--- src/rtl/chord_scheduler.sv ---
// chord_scheduler: sequences external sine readers one voice at a time and mixes their samples into one output.
module chord_scheduler #(
  parameter int NUM_VOICES = 3,
  parameter int TIMEOUT = 16
) (
  input  logic                    clk,
  input  logic                    reset,
  input  logic                    generate_next,
  input  logic [NUM_VOICES-1:0]   voice_en,
  output logic [NUM_VOICES-1:0]   voice_gen,
  input  logic [NUM_VOICES-1:0]   voice_ready,
  input  logic [16*NUM_VOICES-1:0] voice_samples,
  output logic [15:0]             mix_sample,
  output logic                    mix_ready,
  output logic                    busy,
  output logic                    overrun,
  output logic                    timeout_err
);
  localparam int IW = NUM_VOICES > 1 ? $clog2(NUM_VOICES) : 1;
  localparam int CW = $clog2(TIMEOUT + 1);
  typedef enum logic [1:0] {IDLE, ISSUE, WAIT, DONE} state_t;
  state_t state;
  logic [IW-1:0] cur, first_idx, next_idx;
  logic first_ok, next_ok, rdy, timed_out;
  logic [NUM_VOICES-1:0] en_q;
  logic [17:0] acc, acc_nxt;
  logic [CW-1:0] cnt;
  logic [15:0] smp;
  // Downward scans leave the lowest qualifying index as the winner.
  always_comb begin
    first_idx = '0;
    first_ok = 1'b0;
    next_idx = '0;
    next_ok = 1'b0;
    smp = '0;
    rdy = 1'b0;
    voice_gen = '0;
    for (int i = NUM_VOICES - 1; i >= 0; i--) begin
      if (voice_en[i]) begin
        first_idx = IW'(i);
        first_ok = 1'b1;
      end
      if (en_q[i] && i > int'(cur)) begin
        next_idx = IW'(i);
        next_ok = 1'b1;
      end
      if (cur == IW'(i)) begin
        smp = voice_samples[16*i +: 16];
        rdy = voice_ready[i];
        voice_gen[i] = state == ISSUE;
      end
    end
  end
  assign timed_out = cnt == CW'(TIMEOUT - 1);
  assign acc_nxt = acc + (rdy ? {{2{smp[15]}}, smp} : 18'd0);
  assign mix_ready = state == DONE;
  assign busy = state != IDLE;
  always_ff @(posedge clk or posedge reset) begin
    if (reset) begin
      state <= IDLE;
      cur <= '0;
      en_q <= '0;
      acc <= '0;
      cnt <= '0;
      mix_sample <= '0;
      overrun <= 1'b0;
      timeout_err <= 1'b0;
    end else begin
      if (generate_next && state != IDLE) overrun <= 1'b1;
      case (state)
        IDLE: if (generate_next) begin
          en_q <= voice_en;
          acc <= '0;
          cur <= first_idx;
          state <= first_ok ? ISSUE : DONE;
          if (!first_ok) mix_sample <= '0;
        end
        ISSUE: begin
          cnt <= '0;
          state <= WAIT;
        end
        WAIT: if (rdy || timed_out) begin
          acc <= acc_nxt;
          if (!rdy) timeout_err <= 1'b1;
          if (next_ok) begin
            cur <= next_idx;
            state <= ISSUE;
          end else begin
            mix_sample <= acc_nxt[17:2];
            state <= DONE;
          end
        end else cnt <= cnt + 1'b1;
        DONE: state <= IDLE;
      endcase
    end
  end
endmodule

--- config.mk ---
export PLATFORM = sky130hd
export DESIGN_NAME = chord_scheduler
export DESIGN_NICKNAME = d
export VERILOG_FILES = /design/src/rtl/chord_scheduler.sv
export SDC_FILE = /design/constraint.sdc
export NUM_CORES = 1
export LEC_CHECK = 0
export CAP_MARGIN = 10
export CORE_ASPECT_RATIO = 1.75
export CORE_MARGIN = 2
export CORE_UTILIZATION = 40
export CTS_BUF_LIST = sky130_fd_sc_hd__clkbuf_16
export CTS_CLUSTER_SIZE = 24
export DETAILED_ROUTE_END_ITERATION = 16
export GPL_TIMING_DRIVEN = 0
export PLACE_DENSITY = 0.67
export SETUP_SLACK_MARGIN = 0.4
export SKIP_CTS_REPAIR_TIMING = 1
export SLEW_MARGIN = 0
export SYNTH_ARGS = -nofsm -noshare
export SYNTH_HDL_FRONTEND = slang
export SYNTH_SLANG_ARGS = --single-unit
export TNS_END_PERCENT = 10
--- constraint.sdc ---
create_clock -name clk -period 9.8 [get_ports clk]
set_clock_uncertainty 0.15 [all_clocks]
set_input_delay 1.47 -clock clk [delete_from_list [all_inputs] [get_ports clk]]
set_output_delay 1.47 -clock clk [all_outputs]
set_load 0.02 [all_outputs]
Fig. 1: run 1, routed clock nets over the placement
Drawn at 6 px/um.
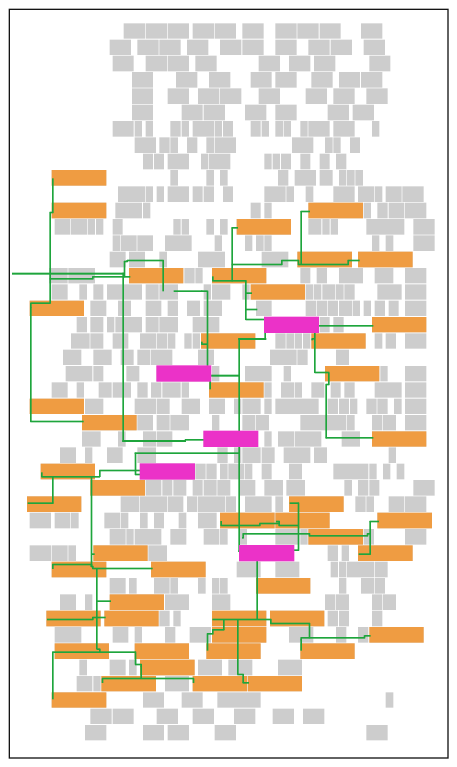
flip-flops: drawn in orange, count 47. clock wires: drawn in green, length 618 um. cells driving clock nets: drawn in magenta, count 5.
There are 6 routed clock nets.
clock share of power: 13.2%
Clock Latency Late Sink: 0.29 ns
Clk. pwr: 171 uW

Fig. 2: run 1, routing congestion map
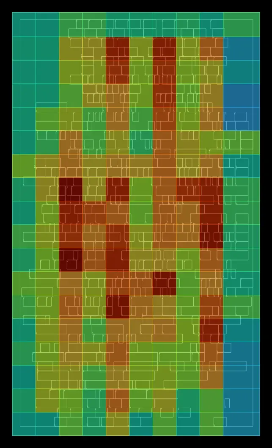
M1 GR Usage: 22.8%
most used routing layer: met2
met3 usage: 2.51%
Final Util: 53.5%
met2 Usage GRT: 41.1%

==> flow_summary.json, run 1 <==
{
  "setup_slack_ns": 5.02,
  "ys_cells": 384,
  "status": "completed",
  "register_area_um2": 1180,
  "nets": 548,
  "timing.rr.end": "mix_sample[13]$_DFFE_PP0P_",
  "comb_area_um2": 1990,
  "crit_path_start_kind": "input port",
  "powerComb_uw": 800,
  "ys_seq_share_pct": 35.4,
  "hold_path_depth": 1,
  "edf_count": 0,
  "drv_slew": 0,
  "hold_viol": 0,
  "drtIter0Drc": 109,
  "worst_hold_path.endpoint": "overrun$_DFFE_PP0P_",
  "p_total_mw": 1.29,
  "grt_max_degree": 26,
  "worstPathBufferInverterCount": 4,
  "p_comb_share_pct": 61.9,
  "fin_worst_hold_slack_ns": 0.306
}
Fig. 3: run 1, power grid
Drawn at 4 px/um. Pins as bars on the die edge.
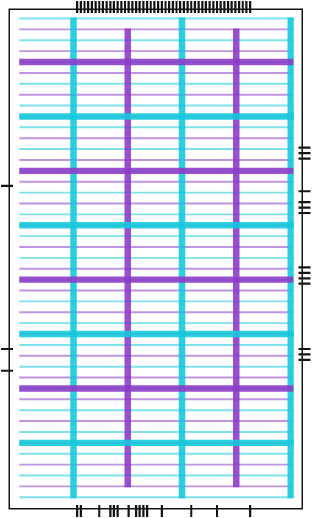
VSS: drawn in cyan. VDD: drawn in purple.
5 straps on met4. 45 met1 rails follow the rows. 8 straps on met5. The core has 44 rows.
Core Area: 8200 um2
Worst VDD drop: 0.126 mV
DIE WIDTH: 72.9 um

[run 1: sequential cells by signal, summed over array words and instances (netlist names)]
signal,count
mix_sample,16
state,2
overrun,1
en_q,2
cur,2
acc,18
timeout_err,1
cnt,5
[run 1: area by class of cell]
type | count | share of cell area, %
buffer | 23 | 2.34
clock buffer | 5 | 2.85
clock inverter | 3 | 0.456
inverter | 12 | 1.08
multi-input combinational | 302 | 45.4
sequential | 47 | 26.8
tap | 92 | 2.62
timing repair buffer | 80 | 18.5
[run 1: worst register-to-register path: stages (launching register included)]
cell	delay, ns
dfrtp_1	0.32
buf_4	0.14
buf_2	0.28
buf_1	0.58
mux2i_1	0.28
nor2_1	0.06
a21oi_1	0.14
nor2_1	0.06
ha_1	0.27
buf_2	0.18
a21o_1	0.22
a21o_1	0.21
a311o_1	0.27
a21o_1	0.17
a31oi_1	0.23
xor2_1	0.30
o31ai_1	0.12
[run 1: layer usage]
layer | share of wire (%) | wire length (um) | global-route usage (%) | vias up
li1 | - | - | - | 1538
met1 | 38 | 3570 | 22.8 | 1491
met2 | 57 | 5430 | 41.1 | 60
met3 | 2.1 | 200 | 2.51 | 23
met4 | 3.2 | 302 | 9.26 | 0
met5 | 0 | 0 | 0 | -
[run 1: layout by cell type, fill, tap and decap left out, types with 4 or more instances in the layout]
master / count
and3_1: 5
a31oi_1: 7
a21o_1: 14
nand4_1: 4
nor2_1: 49
nand2_1: 37
inv_1: 10
nor2b_1: 4
xnor2_1: 9
mux2i_1: 17
clkdlybuf4s50_1: 79
mux2_2: 10
clkbuf_1: 15
xor2_1: 7
dfrtp_1: 47
a21oi_1: 34
nor3_1: 10
clkbuf_16: 5
o21ai_0: 22
buf_2: 4
ha_1: 19
nand2b_1: 7
o31ai_1: 19
==> run 1 -> run 2 <==
Clock period 9.8 ns to 4.9 ns, I/O delays scaled along.
Fig. 4: run 2, routed clock nets over the placement
Drawn at 6 px/um.
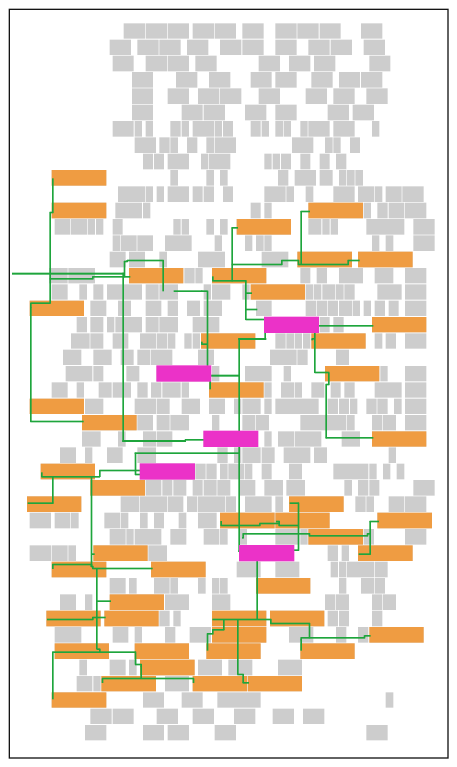
Clk. pwr: 341 uW

Fig. 5: run 2, power grid
Drawn at 4 px/um. Pins as bars on the die edge.
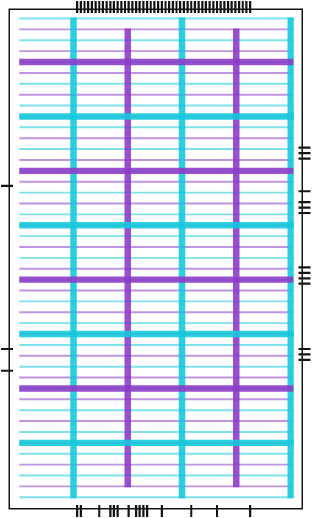
VDD: drawn in purple. VSS: drawn in cyan.
The core has 44 rows. 80 signal pins sit on the boundary. 8 straps on met5. 45 met1 rails follow the rows. 5 straps on met4.
Die Height: 125 um
Worst VDD drop: 0.251 mV

Fig. 6: run 2, placement by cell class
Drawn at 4 px/um. Fill, decap, tap and diode cells in grey.
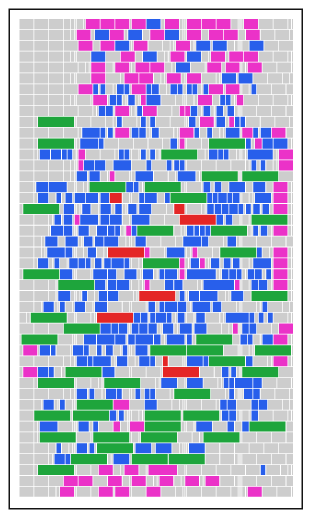
clock drivers and dummy loads: drawn in red, cells 8, share of their area 3.4%. other buffers and delay cells: drawn in magenta, cells 103, share of their area 21%. all other logic: drawn in blue, cells 314, share of their area 48%. flip-flops: drawn in green, cells 47, share of their area 28%.
Seq/total area: 26.8%
Row Count: 44
post-route cell area: 4390 um2

==> run 2 against run 1 <==
Via count unchanged. Worst hold slack unchanged. Area after synthesis stayed put. Largest power group unchanged.
==> flow_summary.json, run 2 <==
{
  "n_antenna_cell": 0,
  "dr.max_layer_used": "met4",
  "initCoreUtil_pct": 40.5,
  "status": "completed",
  "globalRouteMet2Util_pct": 41.1,
  "grt_use_met1_pct": 22.8,
  "largest_register": "acc",
  "r2r_cells": 16,
  "fin_worst_hold_slack_ns": 0.306,
  "synthTopCellsByArea": "dfrtp_1 (35%), ha_1 (7.2%), nor2_1 (5.5%)",
  "insertion_delay_ns": 0.29,
  "met3_wirelength_um": 200,
  "crit_path_end_kind": "flop",
  "hold_viol": 0,
  "largest_reg_flops": 18,
  "drc_errors": 0,
  "edf_count": 0,
  "ys_sh_mux_pct": 8.52,
  "cts_tree": "done",
  "crit_path_start_kind": "flop",
  "die_w_um": 72.9,
  "fin_util_pct": 53.5,
  "antenna_found_initial": 0,
  "hold_path_depth": 1,
  "synth.net_count": 461,
  "dr.pass1.iters": 4,
  "layout_top_cell": "clkdlybuf4s50_1",
  "met1Wirelength_mm": 3.57,
  "grt_max_degree": 26,
  "busiest_layer": "met2",
  "nets": 548,
  "drt-total-wl_mm": 9.51,
  "htreeDepth": 2,
  "routed-wl-met2_mm": 5.43,
  "grt_use_met3_pct": 2.51,
  "grt_pass1_wl_mm": 15.3,
  "largestRegisters": "acc x18, mix_sample x16, cnt x5",
  "drtIter0Drc": 109,
  "ys_seq_share_pct": 35.4,
  "drv_slew": 0,
  "ys_cells": 384,
  "lay_top_cells": "clkdlybuf4s50_1 (79), nor2_1 (49), dfrtp_1 (47)",
  "synthCells": 384,
  "core_um2": 8200
}
## run 2: cell counts after synthesis
No cell type changed its count.
## run 2: critical path: stages, from the launching register on
cell and delay, ns:
dfrtp_1 0.32, buf_4 0.14, buf_2 0.28, buf_1 0.58, mux2i_1 0.28, nor2_1 0.06
a21oi_1 0.14, nor2_1 0.06, ha_1 0.27, buf_2 0.17, a21o_1 0.22, a21o_1 0.21
a311o_1 0.27, a21o_1 0.17, a31oi_1 0.23, xor2_1 0.30, o31ai_1 0.12
## run 2: worst paths after layout
kind	start	end	slack (ns)
max	cur[1]$_DFFE_PP0P_	mix_sample[13]$_DFFE_PP0P_	0.78
min	overrun$_DFFE_PP0P_	overrun$_DFFE_PP0P_	0.31
max reg2reg	cur[1]$_DFFE_PP0P_	mix_sample[13]$_DFFE_PP0P_	0.78
min reg2reg	overrun$_DFFE_PP0P_	overrun$_DFFE_PP0P_	0.31
max in group asynchronous	reset	acc[2]$_DFFE_PP0P_	3.43
min in group asynchronous	reset	cnt[3]$_DFFE_PP0P_	0.64
## run 2: report_power, final
group	switching (mW)	leakage (nW)	internal [mW]	total, mW
sequential	0.106	0.632	0.537	0.643
combinational	0.979	1.32	0.621	1.60
clock	0.152	0.0716	0.189	0.341
total	1.24	2.02	1.35	2.58
## run 2: layout make-up
type | count | area (um2)
Clock inverter | 3 | 20.0
Sequential cell | 47 | 1180
Tap cell | 92 | 115
Fill cell | 801 | 3810
Multi-Input combinational cell | 302 | 1990
Buffer | 23 | 103
Timing Repair Buffer | 80 | 811
Inverter | 12 | 47.5
Clock buffer | 5 | 125
## run 2: through the flow
stage / power (mW) / setup WS [ns]
detailed placement: 2.26 / 0.526
finish: 2.58 / 0.783
floorplan: 1.74 / 1.42
global route: 2.80 / 0.516
CTS: 2.61 / 0.741
global placement: 2.23 / 0.611
==> run 2 -> run 3 <==
Settings changed: PLACE_DENSITY 0.67 to 0.69.
Clock period 4.9 ns to 3.4 ns, I/O delays scaled along.
Fig. 7: run 3, routed clock nets over the placement
Drawn at 6 px/um.
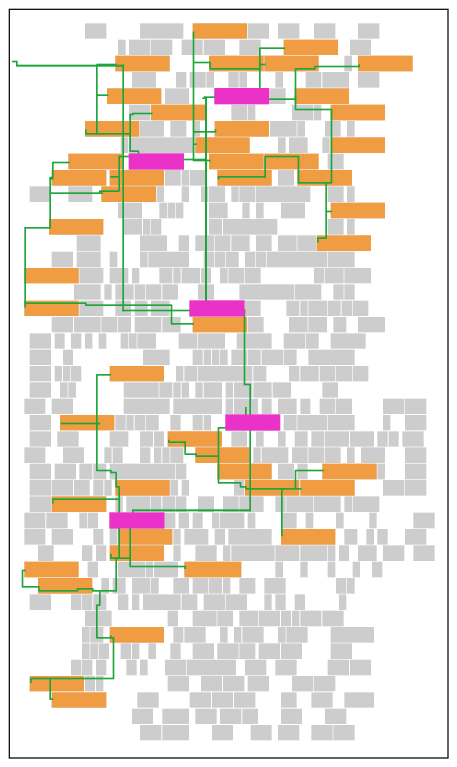
clock wires: drawn in green, length 661 um. flip-flops: drawn in orange, count 47. cells driving clock nets: drawn in magenta, count 5.
There are 6 routed clock nets. Position of the flops: widely spread.
Clock Latency Late Sink: 0.30 ns
Clk. pwr: 660 uW
clock share of power: 15.1%

Fig. 8: run 3, placement by cell class
Drawn at 4 px/um. Fill, decap, tap and diode cells in grey.
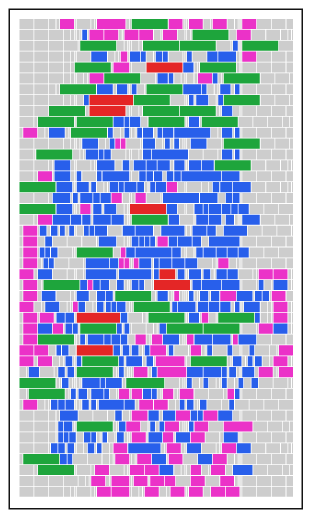
all other logic: drawn in blue, cells 314, share of their area 48%. flip-flops: drawn in green, cells 47, share of their area 25%. other buffers and delay cells: drawn in magenta, cells 117, share of their area 23%. clock drivers and dummy loads: drawn in red, cells 8, share of their area 4.1%.
Final Util: 59.2%
post-route cell area: 4860 um2
Seq/total area: 24.2%

==> run 3 against run 2 <==
Clock-buffer cell count is the same. Cell count rose by 2.5%. Setup slack worse by 0.62 ns. Flip-flop count unchanged. Global-route usage grew 0.29 points. Non-clock buffer count grew 14. Area after synthesis did not move. Critical path type is now input port to flop.
==> flow_summary.json, run 3 <==
{
  "status": "completed",
  "fillers": 721,
  "met1Wirelength_mm": 3.56,
  "htreeDepth": 2,
  "comb_area_um2": 2220,
  "lay_top_cells": "clkdlybuf4s50_1 (77), dfrtp_1 (46), nor2_1 (43)",
  "synth.net_count": 461,
  "edf_count": 0,
  "internal_power_mw": 2.41,
  "crit_path_start_kind": "input port",
  "dr.max_layer_used": "met4",
  "worst_hold_path.endpoint": "overrun$_DFFE_PP0P_",
  "path_delay_family": "buffers and inverters",
  "busiest_layer": "met2",
  "drtIter0Drc": 118,
  "p_comb_share_pct": 63.3,
  "timing.rr.end": "mix_sample[12]$_DFFE_PP0P_",
  "register_area_um2": 1180,
  "drt-total-wl_mm": 9.78,
  "largestRegisters": "acc x18, mix_sample x16, cnt x5",
  "nets": 562,
  "switching_power_mw": 1.96,
  "grt_pass1_wl_mm": 15.4,
  "worstPathBufferInverterCount": 4,
  "r2r_cells": 16,
  "largest_register": "acc",
  "grt_use_met1_pct": 23.5,
  "globalRouteMet2Util_pct": 40.2,
  "rows": 44,
  "largest_reg_flops": 18,
  "grt_max_degree": 36,
  "switching_share_pct": 44.9,
  "die_w_um": 72.9,
  "ys_cells": 384,
  "dieHeight_um": 125,
  "hold_path_depth": 1,
  "min_from": "overrun$_DFFE_PP0P_",
  "drc_errors": 0,
  "met3_wirelength_um": 227,
  "reg2reg_slack_ns": 0.16,
  "ys_seq_share_pct": 35.4,
  "crit_chain": "clkdlybuf4s50_1 -> nand3b_1 -> o21a_1 -> buf_6 -> buf_12 -> nor2_4 -> ha_4 -> inv_1 -> fa_2 -> nor2b_2 -> o211ai_1 -> a21oi_2 -> nor4b_1 -> nand2b_4 -> xnor2_4 -> a22o_1",
  "p_total_mw": 4.37,
  "drv_slew": 0,
  "dr.pass1.iters": 4,
  "layout_top_cell": "clkdlybuf4s50_1",
  "n_antenna_cell": 0,
  "cp_slowest_cell": "clkdlybuf4s50_1"
}
Fig. 9: run 3, power grid
Drawn at 4 px/um. Pins as bars on the die edge.
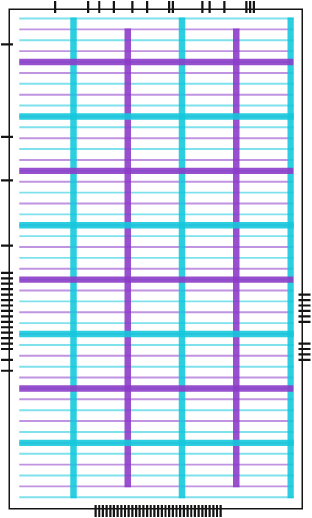
VDD: drawn in purple. VSS: drawn in cyan.
5 straps on met4. The core has 44 rows. 45 met1 rails follow the rows.
Worst VDD drop: 0.521 mV

-- run 3: worst max path at each step --
| stage | start | endpoint | slack (ns) | depth (start not counted) |
|---|---|---|---|---|
| floorplan | cur[1]$_DFFE_PP0P_ | mix_sample[12]$_DFFE_PP0P_ | 0.39 | 16 |
| global placement | voice_ready[2] | acc[15]$_DFFE_PP0P_ | -0.42 | 14 |
| detailed placement | voice_ready[2] | mix_sample[12]$_DFFE_PP0P_ | -0.45 | 16 |
| CTS | voice_ready[2] | mix_sample[12]$_DFFE_PP0P_ | -0.18 | 16 |
| global route | cur[1]$_DFFE_PP0P_ | mix_sample[11]$_DFFE_PP0P_ | 0.04 | 16 |
| finish | voice_ready[1] | mix_sample[12]$_DFFE_PP0P_ | 0.16 | 16 |
-- run 3: cell families after synthesis --
logic type	synth area share, %
simple gates	17.0
fa+ha+maj	7.76
compound gates	22.6
xor+xnor	4.22
buf+inv	4.52
flops	35.4
mux	8.52
-- run 3: through the flow --
step | setup slack (ns) | hold slack (ns) | area, um2 | instances
final | 0.158 | 0.316 | 4860 | 578
after detailed placement | -0.453 | 0.298 | 4330 | 556
after CTS | -0.180 | 0.318 | 4520 | 564
after floorplan | 0.392 | 0.295 | 3400 | 384
after global placement | -0.418 | 0.296 | 4310 | 555
after global routing | 0.0407 | 0.331 | 4860 | 578
-- run 3: final cells by class --
class	instances	area share, %
clock inverters	3	1.47
multi-input cells	302	45.7
flip-flops and latches	47	24.2
plain buffers	23	3.66
inverters	12	0.979
well taps	92	2.37
clock buffers	5	2.58
repair buffers	94	19.0
-- run 3: power groups by stage --
stage	Sequential [mW]	Clock, mW	Combinational [mW]
after CTS	0.931	0.662	2.42
after detailed placement	0.940	0	2.40
final	0.945	0.660	2.77
after global routing	0.974	0.681	3.03
after floorplan	0.982	0	1.62
after global placement	0.930	0	2.37
Power figures rest on the tool's default switching activity, not on a simulated workload.
